Figure 1. Cell placement (run 1).
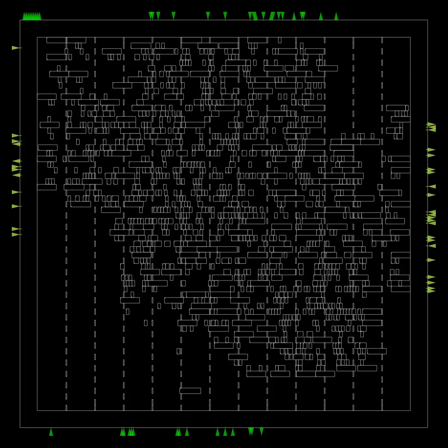
Figure 2. Clock distribution (run 1).
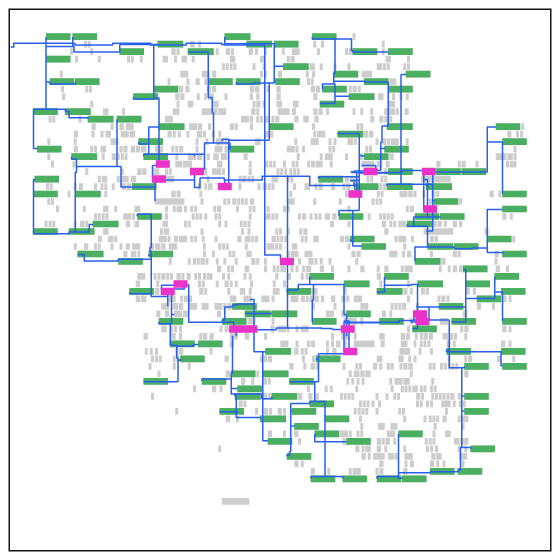
Figure 3. Routed metal per tile (run 1).
The bar under the picture is 50 um long. The die is cut into 39 by 39 equal tiles; dark purple is low, yellow is high, scaled to the fullest tile. Values are wire area over tile area, all layers added.
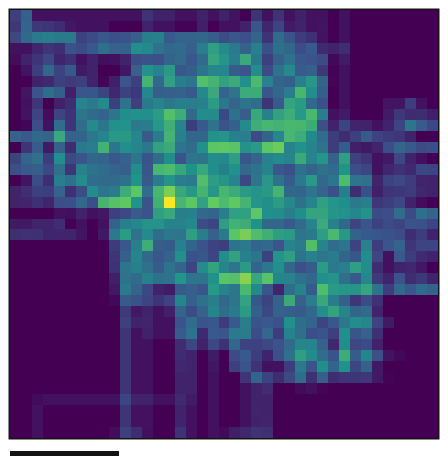
===== config.mk =====
export PLATFORM = sky130hd
export DESIGN_NAME = avalon_timer
export DESIGN_NICKNAME = d
export VERILOG_FILES = /design/src/rtl/avalon_timer_pkg.sv /design/src/rtl/avalon_timer_prescaler.sv /design/src/rtl/avalon_timer.sv
export SDC_FILE = /design/constraint.sdc
export NUM_CORES = 1
export LEC_CHECK = 0
export ABC_AREA = 1
export CAP_MARGIN = 10
export CORE_MARGIN = 8
export CORE_UTILIZATION = 25
export CTS_BUF_LIST = sky130_fd_sc_hd__clkbuf_8
export CTS_CLUSTER_SIZE = 25
export DETAILED_ROUTE_END_ITERATION = 10
export DONT_BUFFER_PORTS = 1
export PLACE_DENSITY = 0.41
export SYNTH_ARGS = -nofsm -noshare
export SYNTH_HDL_FRONTEND = slang
export SYNTH_SLANG_ARGS = --single-unit

===== constraint.sdc =====
create_clock -name clock -period 3.8 [get_ports clock]
set_clock_uncertainty 0.05 [all_clocks]
set_input_delay 0.57 -clock clock [delete_from_list [all_inputs] [get_ports clock]]
set_output_delay 0.57 -clock clock [all_outputs]
set_load 0.05 [all_outputs]

===== src/rtl/avalon_timer_pkg.sv =====
// Shared definitions for the Avalon-MM timer: register map, field positions and bus FSM states.
package avalon_timer_pkg;

  localparam logic [1:0] AddrCount   = 2'd0;
  localparam logic [1:0] AddrCompare = 2'd1;
  localparam logic [1:0] AddrCtrl    = 2'd2;
  localparam logic [1:0] AddrStatus  = 2'd3;

  localparam int unsigned CtrlEnBit         = 0;
  localparam int unsigned CtrlAutoReloadBit = 1;
  localparam int unsigned CtrlIrqEnBit      = 2;
  localparam int unsigned CtrlPrescaleLsb   = 16;

  localparam int unsigned StatusMatchBit = 0;
  localparam int unsigned StatusOvfBit   = 1;

  typedef enum logic [1:0] {
    StIdle,
    StAccept,
    StResp
  } bus_state_e;

  // Replace only the byte lanes selected by be.
  function automatic logic [31:0] byte_merge(input logic [31:0] old_val,
                                             input logic [31:0] new_val,
                                             input logic [3:0]  be);
    logic [31:0] mask;
    mask = '0;
    for (int i = 0; i < 4; i++) begin
      mask[8*i +: 8] = {8{be[i]}};
    end
    return (old_val & ~mask) | (new_val & mask);
  endfunction

endpackage


===== src/rtl/avalon_timer_prescaler.sv =====
// Prescale divider: counts 0..limit while enabled and emits a one-cycle tick at limit.
module timer_prescaler
  import avalon_timer_pkg::*;
#(
  parameter int unsigned PRESCALE_WIDTH = 16
) (
  input  logic                      clock,
  input  logic                      reset_n,
  input  logic                      enable,
  input  logic                      clear,
  input  logic [PRESCALE_WIDTH-1:0] limit,
  output logic                      tick
);

  logic [PRESCALE_WIDTH-1:0] cnt_q;

  assign tick = enable && (cnt_q == limit);

  always_ff @(posedge clock or negedge reset_n) begin
    if (!reset_n) begin
      cnt_q <= '0;
    end else if (clear || tick) begin
      cnt_q <= '0;
    end else if (enable) begin
      cnt_q <= cnt_q + 1'b1;
    end
  end

endmodule


===== src/rtl/avalon_timer.sv =====
// Avalon-MM slave timer: COUNT/COMPARE/CTRL/STATUS registers, prescaled counting and level irq.
module avalon_timer
  import avalon_timer_pkg::*;
#(
  parameter int unsigned PRESCALE_WIDTH = 16
) (
  input  logic        clock,
  input  logic        reset_n,
  input  logic [1:0]  avs_address,
  input  logic [3:0]  avs_byteenable,
  input  logic        avs_read,
  input  logic        avs_write,
  input  logic [31:0] avs_writedata,
  output logic [31:0] avs_readdata,
  output logic        avs_readdatavalid,
  output logic        avs_waitrequest,
  output logic        inr_irq
);

  localparam logic [31:0] CtrlMask =
      32'h7 | (((32'h1 << PRESCALE_WIDTH) - 32'h1) << CtrlPrescaleLsb);

  bus_state_e  state_q;
  logic [31:0] count_q, compare_q, ctrl_q, count_d;
  logic        match_q, ovf_q, irq_q;
  logic [31:0] readdata_q, rd_mux, status_word;
  logic        readdatavalid_q;

  logic wr_acc, wr_count, wr_compare, wr_ctrl, wr_status;
  logic tick, compare_hit, match_set, ovf_set, clr_match, clr_ovf;
  logic ctrl_en, ctrl_auto, ctrl_irq_en;
  logic [PRESCALE_WIDTH-1:0] prescale;

  // Read has priority when both strobes are presented.
  assign wr_acc     = (state_q == StAccept) && avs_write && !avs_read;
  assign wr_count   = wr_acc && (avs_address == AddrCount);
  assign wr_compare = wr_acc && (avs_address == AddrCompare);
  assign wr_ctrl    = wr_acc && (avs_address == AddrCtrl);
  assign wr_status  = wr_acc && (avs_address == AddrStatus);

  assign ctrl_en     = ctrl_q[CtrlEnBit];
  assign ctrl_auto   = ctrl_q[CtrlAutoReloadBit];
  assign ctrl_irq_en = ctrl_q[CtrlIrqEnBit];
  assign prescale    = ctrl_q[CtrlPrescaleLsb +: PRESCALE_WIDTH];

  timer_prescaler #(
    .PRESCALE_WIDTH(PRESCALE_WIDTH)
  ) u_prescaler (
    .clock  (clock),
    .reset_n(reset_n),
    .enable (ctrl_en),
    .clear  (wr_ctrl),
    .limit  (prescale),
    .tick   (tick)
  );

  // A COUNT write on a tick edge discards that tick's effects.
  assign compare_hit = (count_q == compare_q);
  assign match_set   = tick && compare_hit && !wr_count;
  assign ovf_set     = tick && (&count_q) && !(compare_hit && ctrl_auto) && !wr_count;
  assign clr_match   = wr_status && avs_byteenable[0] && avs_writedata[StatusMatchBit];
  assign clr_ovf     = wr_status && avs_byteenable[0] && avs_writedata[StatusOvfBit];

  always_comb begin
    count_d = count_q;
    if (wr_count) begin
      count_d = byte_merge(count_q, avs_writedata, avs_byteenable);
    end else if (tick) begin
      count_d = (compare_hit && ctrl_auto) ? 32'd0 : count_q + 32'd1;
    end
  end

  always_comb begin
    status_word                 = '0;
    status_word[StatusMatchBit] = match_q;
    status_word[StatusOvfBit]   = ovf_q;
    case (avs_address)
      AddrCount:   rd_mux = count_q;
      AddrCompare: rd_mux = compare_q;
      AddrCtrl:    rd_mux = ctrl_q;
      default:     rd_mux = status_word;
    endcase
  end

  always_ff @(posedge clock or negedge reset_n) begin
    if (!reset_n) begin
      count_q   <= '0;
      compare_q <= '1;
      ctrl_q    <= '0;
      match_q   <= 1'b0;
      ovf_q     <= 1'b0;
      irq_q     <= 1'b0;
    end else begin
      count_q <= count_d;
      if (wr_compare) compare_q <= byte_merge(compare_q, avs_writedata, avs_byteenable);
      if (wr_ctrl) ctrl_q <= byte_merge(ctrl_q, avs_writedata, avs_byteenable) & CtrlMask;
      // Set beats clear when both land on the same edge.
      match_q <= (match_q && !clr_match) || match_set;
      ovf_q   <= (ovf_q && !clr_ovf) || ovf_set;
      irq_q   <= ctrl_irq_en && (match_q || ovf_q);
    end
  end

  always_ff @(posedge clock or negedge reset_n) begin
    if (!reset_n) begin
      state_q         <= StIdle;
      readdata_q      <= '0;
      readdatavalid_q <= 1'b0;
    end else begin
      readdatavalid_q <= 1'b0;
      case (state_q)
        StIdle: begin
          if (avs_read || avs_write) state_q <= StAccept;
        end
        StAccept: begin
          state_q <= StResp;
          if (avs_read) begin
            readdata_q      <= rd_mux;
            readdatavalid_q <= 1'b1;
          end
        end
        StResp:  state_q <= StIdle;
        default: state_q <= StIdle;
      endcase
    end
  end

  assign avs_waitrequest   = (avs_read || avs_write) && (state_q != StAccept);
  assign avs_readdata      = readdata_q;
  assign avs_readdatavalid = readdatavalid_q;
  assign inr_irq           = irq_q;

endmodule


==> flow_summary.yaml, run 1 <==
# flow metrics
placed_design:
  gp_congestion: 0.829
clock_network:
  cts_buffer_depth: 2
  htreeDepth: 4
  cts_made_buffers: 17
  cts_tree: "yes"
cells_and_area:
  clkCellAreaFrac: 0.0480
  comb_share: 0.441
  fin_cells: 1540
  drive_above_1_share: 0.0910
  finalNetCount: 1163
yosys:
  ys_sh_mux: 0.00139
  yosysMostFrequentCell: "nand2_1"
  ys_area_um2: 8100
  yosys.area_share.aoi: 0.0978
  ys_warn_count: 0
  synth_area_um2: 8100
  synth_area_per_cell_um2: 7.14
  yosys-top-cells-count: "nand2_1 (355), inv_1 (128), nor2_1 (108)"
final_timing:
  worst_pin_slew_ns: 0.896
  fmax_mhz: 381
  maxSlewViolCount: 0
  holdWs_ns: 0.0367
power:
  p_int_uw: 3550
  leakage_uw: 0.00423
  power_density_nw_per_um2: 752
  finalPower_uw: 6710
routing:
  route.layer.met1.wl_um: 14200
  antenna_left: 0
setup_path:
  path_buffers: 1
  cp_slowest_cell: "dfrtp_1"
  cp_slowest_stage_delay_ns: 0.71
  crit_arrival_ns: 2.96
  path_delay_family: "simple AND/OR/NAND/NOR gates"
  crit_type: "reg -> reg"
flow_run:
  warnings: 28
  timing.max_cap.violations: 0
global_route:
  grt.total_usage: 0.155
worst_hold_path:
  hold_path.class: "in -> async"
status:
  status: "completed"
-- Figure 1 (at the start) --
sequential cell area share: 0.389
core footprint: 32,200 um^2
Tapcells: 408

-- Figure 2 (at the start) --
Key: cells driving clock nets = magenta [count 17]; flip-flops = green [count 137]; clock wires = blue [length 2,370 um]
Position of the flops: all over the die.

-- Figure 3 (at the start) --
The fullest tile reaches 0.53. 11% of the tiles are over half the peak. The mean over all tiles is 0.12. The emptiest ninth of the die: bottom left. 28% of the tiles are nearly empty. The densest ninth of the die: middle.

==> run 2: changes to the inputs <==
==> constraint.sdc (replaced) <==
create_clock -name clock -period 2.7 [get_ports clock]
set_clock_uncertainty 0.05 [all_clocks]
set_input_delay 0.405 -clock clock [delete_from_list [all_inputs] [get_ports clock]]
set_output_delay 0.405 -clock clock [all_outputs]
set_load 0.05 [all_outputs]
==> run 2 against run 1 <==
  * Setup slack worse by 0.82 ns
  * Synthesized cell count stayed put
  * Area after synthesis stayed put
  * The flow now finishes with violations (hold timing)
==> flow_summary.yaml, run 2 <==
# flow metrics
placed_design:
  gp_congestion: 0.844
setup_path:
  path_buffers: 1
  cp_slowest_stage_delay_ns: 0.62
  path_delay_family: "simple AND/OR/NAND/NOR gates"
  crit_arrival_ns: 2.68
  cp_slowest_cell: "dfrtp_1"
routing:
  antenna_left: 0
  route.layer.met1.wl_um: 14100
power:
  leakage_uw: 0.00429
  power_density_nw_per_um2: 1010
  p_int_uw: 4780
cells_and_area:
  drive_above_1_share: 0.0968
  comb_share: 0.434
floorplan:
  tap_cells: 408
  fp.coreArea_um2: 32200
status:
  status: "complete, but fails checks"
  violations: "hold timing"
clock_network:
  cts_buffer_depth: 2
  htreeDepth: 4
  cts_made_buffers: 17
  cts_tree: "yes"
final_timing:
  fmax_mhz: 427
  holdWs_ns: -0.379
  worst_pin_slew_ns: 0.704
  final_hold_viol_count: 137
yosys:
  ys_area_um2: 8100
  synth_area_um2: 8100
  synth_area_per_cell_um2: 7.14
  yosys.area_share.aoi: 0.0978
flow_run:
  warnings: 30
worst_hold_path:
  hold_path.class: "in -> async"
Figure 4. Routed metal per tile (run 2).
The bar under the picture is 50 um long. The die is cut into 39 by 39 equal tiles; dark purple is low, yellow is high, scaled to the fullest tile. Values are wire area over tile area, all layers added.
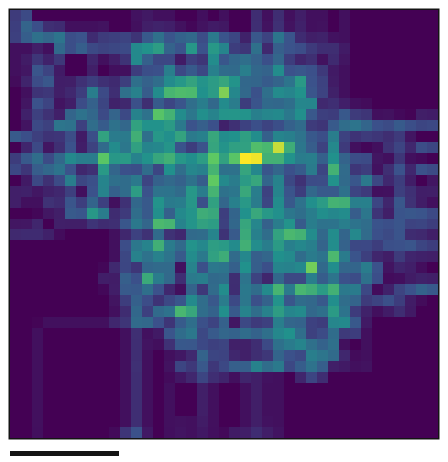
The mean over all tiles is 0.12. The emptiest ninth of the die: bottom left. 7.8% of the tiles are over half the peak. 27% of the tiles are nearly empty.

Figure 5. Clock distribution (run 2).
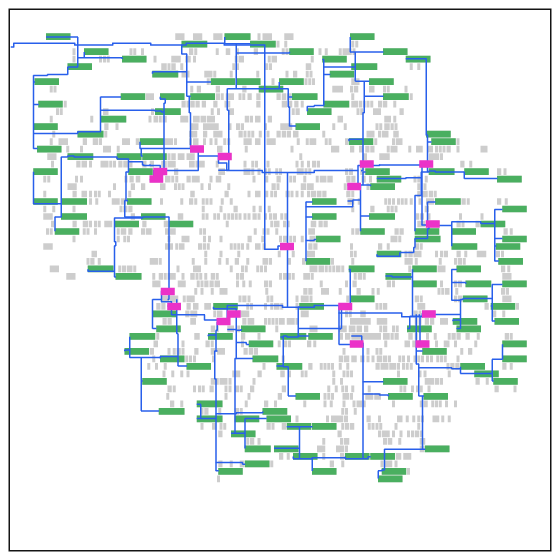
Key: cells driving clock nets = magenta [count 17]; flip-flops = green [count 137]; clock wires = blue [length 2,340 um]
There are 18 routed clock nets. Position of the flops: all over the die.
Clk pwr share: 0.180
Worst-Skew Late Latency: 0.46 ns
P_clk: 1650 uW

==> run 3: changes to the inputs <==
--- a/config.mk
+++ b/config.mk
@@ -8,12 +8,12 @@
 export ABC_AREA = 1
 export CAP_MARGIN = 10
 export CORE_MARGIN = 8
-export CORE_UTILIZATION = 25
+export CORE_UTILIZATION = 60
 export CTS_BUF_LIST = sky130_fd_sc_hd__clkbuf_8
 export CTS_CLUSTER_SIZE = 25
 export DETAILED_ROUTE_END_ITERATION = 10
 export DONT_BUFFER_PORTS = 1
-export PLACE_DENSITY = 0.41
+export PLACE_DENSITY = 0.79
 export SYNTH_ARGS = -nofsm -noshare
 export SYNTH_HDL_FRONTEND = slang
 export SYNTH_SLANG_ARGS = --single-unit
Figure 6. Register map, names as in the netlist (run 3).
Other sequential cells in the stronger gray, the rest of the logic in the fainter gray.
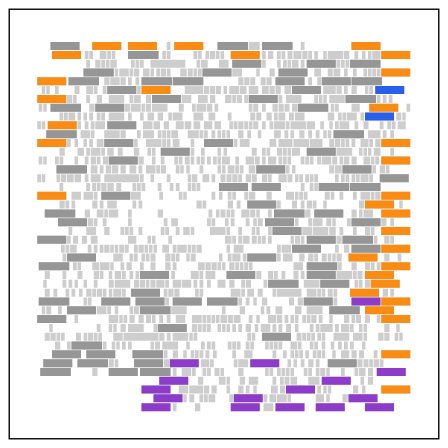
Key: avs_readdata = orange [placed flops 32, where all over the die]; state_q = blue [placed flops 2]; u_prescaler.cnt_q = purple [placed flops 16]
Another 87 sequential cells are not colored.
sequential cell area share: 0.399
P_seq: 4570 uW
FF/Latch Area: 3470 um^2

==> run 3 against run 2 <==
  * The run still ends with hold timing left
  * Utilization rose by 38 points
  * Sequential share of layout area is 1.6 points higher
  * Routed wire length down 17%
  * Flip-flop count is the same
  * Cell area is 4.1% lower
  * Cell count is 16% lower
  * Global-route usage grew 13 points
  * Register-to-register slack better by 0.17 ns
  * Synthesized cell count is the same
  * Critical path depth rose by 3
  * Clock power rose by 13%
  * Largest power group unchanged
==> flow_summary.yaml, run 3 <==
# flow metrics
flow_run:
  timing.max_cap.violations: 0
  warnings: 30
setup_path:
  crit_type: "reg -> reg"
  path_delay_family: "simple AND/OR/NAND/NOR gates"
  cp_slowest_stage_delay_ns: 0.39
  crit_arrival_ns: 2.51
final_timing:
  final_hold_viol_count: 137
  holdWs_ns: -0.401
  worst_pin_slew_ns: 0.575
power:
  leakage_uw: 0.00426
  p_int_uw: 5080
  finalPower_uw: 9340
  powerClk_uw: 1860
routing:
  route.layer.met1.wl_um: 10800
clock_network:
  cts_tree: "yes"
  insertion_delay_ns: 0.46
cells_and_area:
  comb_share: 0.452
  drive_above_1_share: 0.0982
  clkCellAreaFrac: 0.0509
yosys:
  yosysMostFrequentCell: "nand2_1"
  yosys-top-cells-count: "nand2_1 (355), inv_1 (128), nor2_1 (108)"
worst_hold_path:
  hold_path.class: "in -> async"
status:
  violations: "hold timing"
  status: "complete, but fails checks"
placed_design:
  gp_congestion: 0.970
global_route:
  grt.total_usage: 0.282
Figure 7. Signal wires on met4 (run 3).
The bar under the picture is 50 um long. Supply wires on this layer in gray.
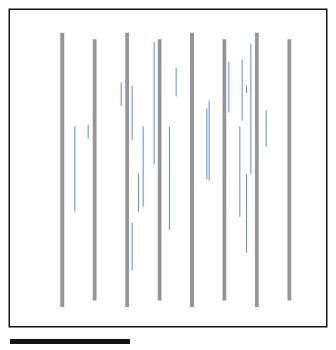
16 nets have wire on it. The longest straight run is 54.4 um. The layer carries 498 um of wire. The layer holds 2.0% of the routed length. The wires run mostly vertical.
total number of vias: 7,623
final wirelength: 24,500 um

No activity file was given, so power comes from the tool's default toggle rates.
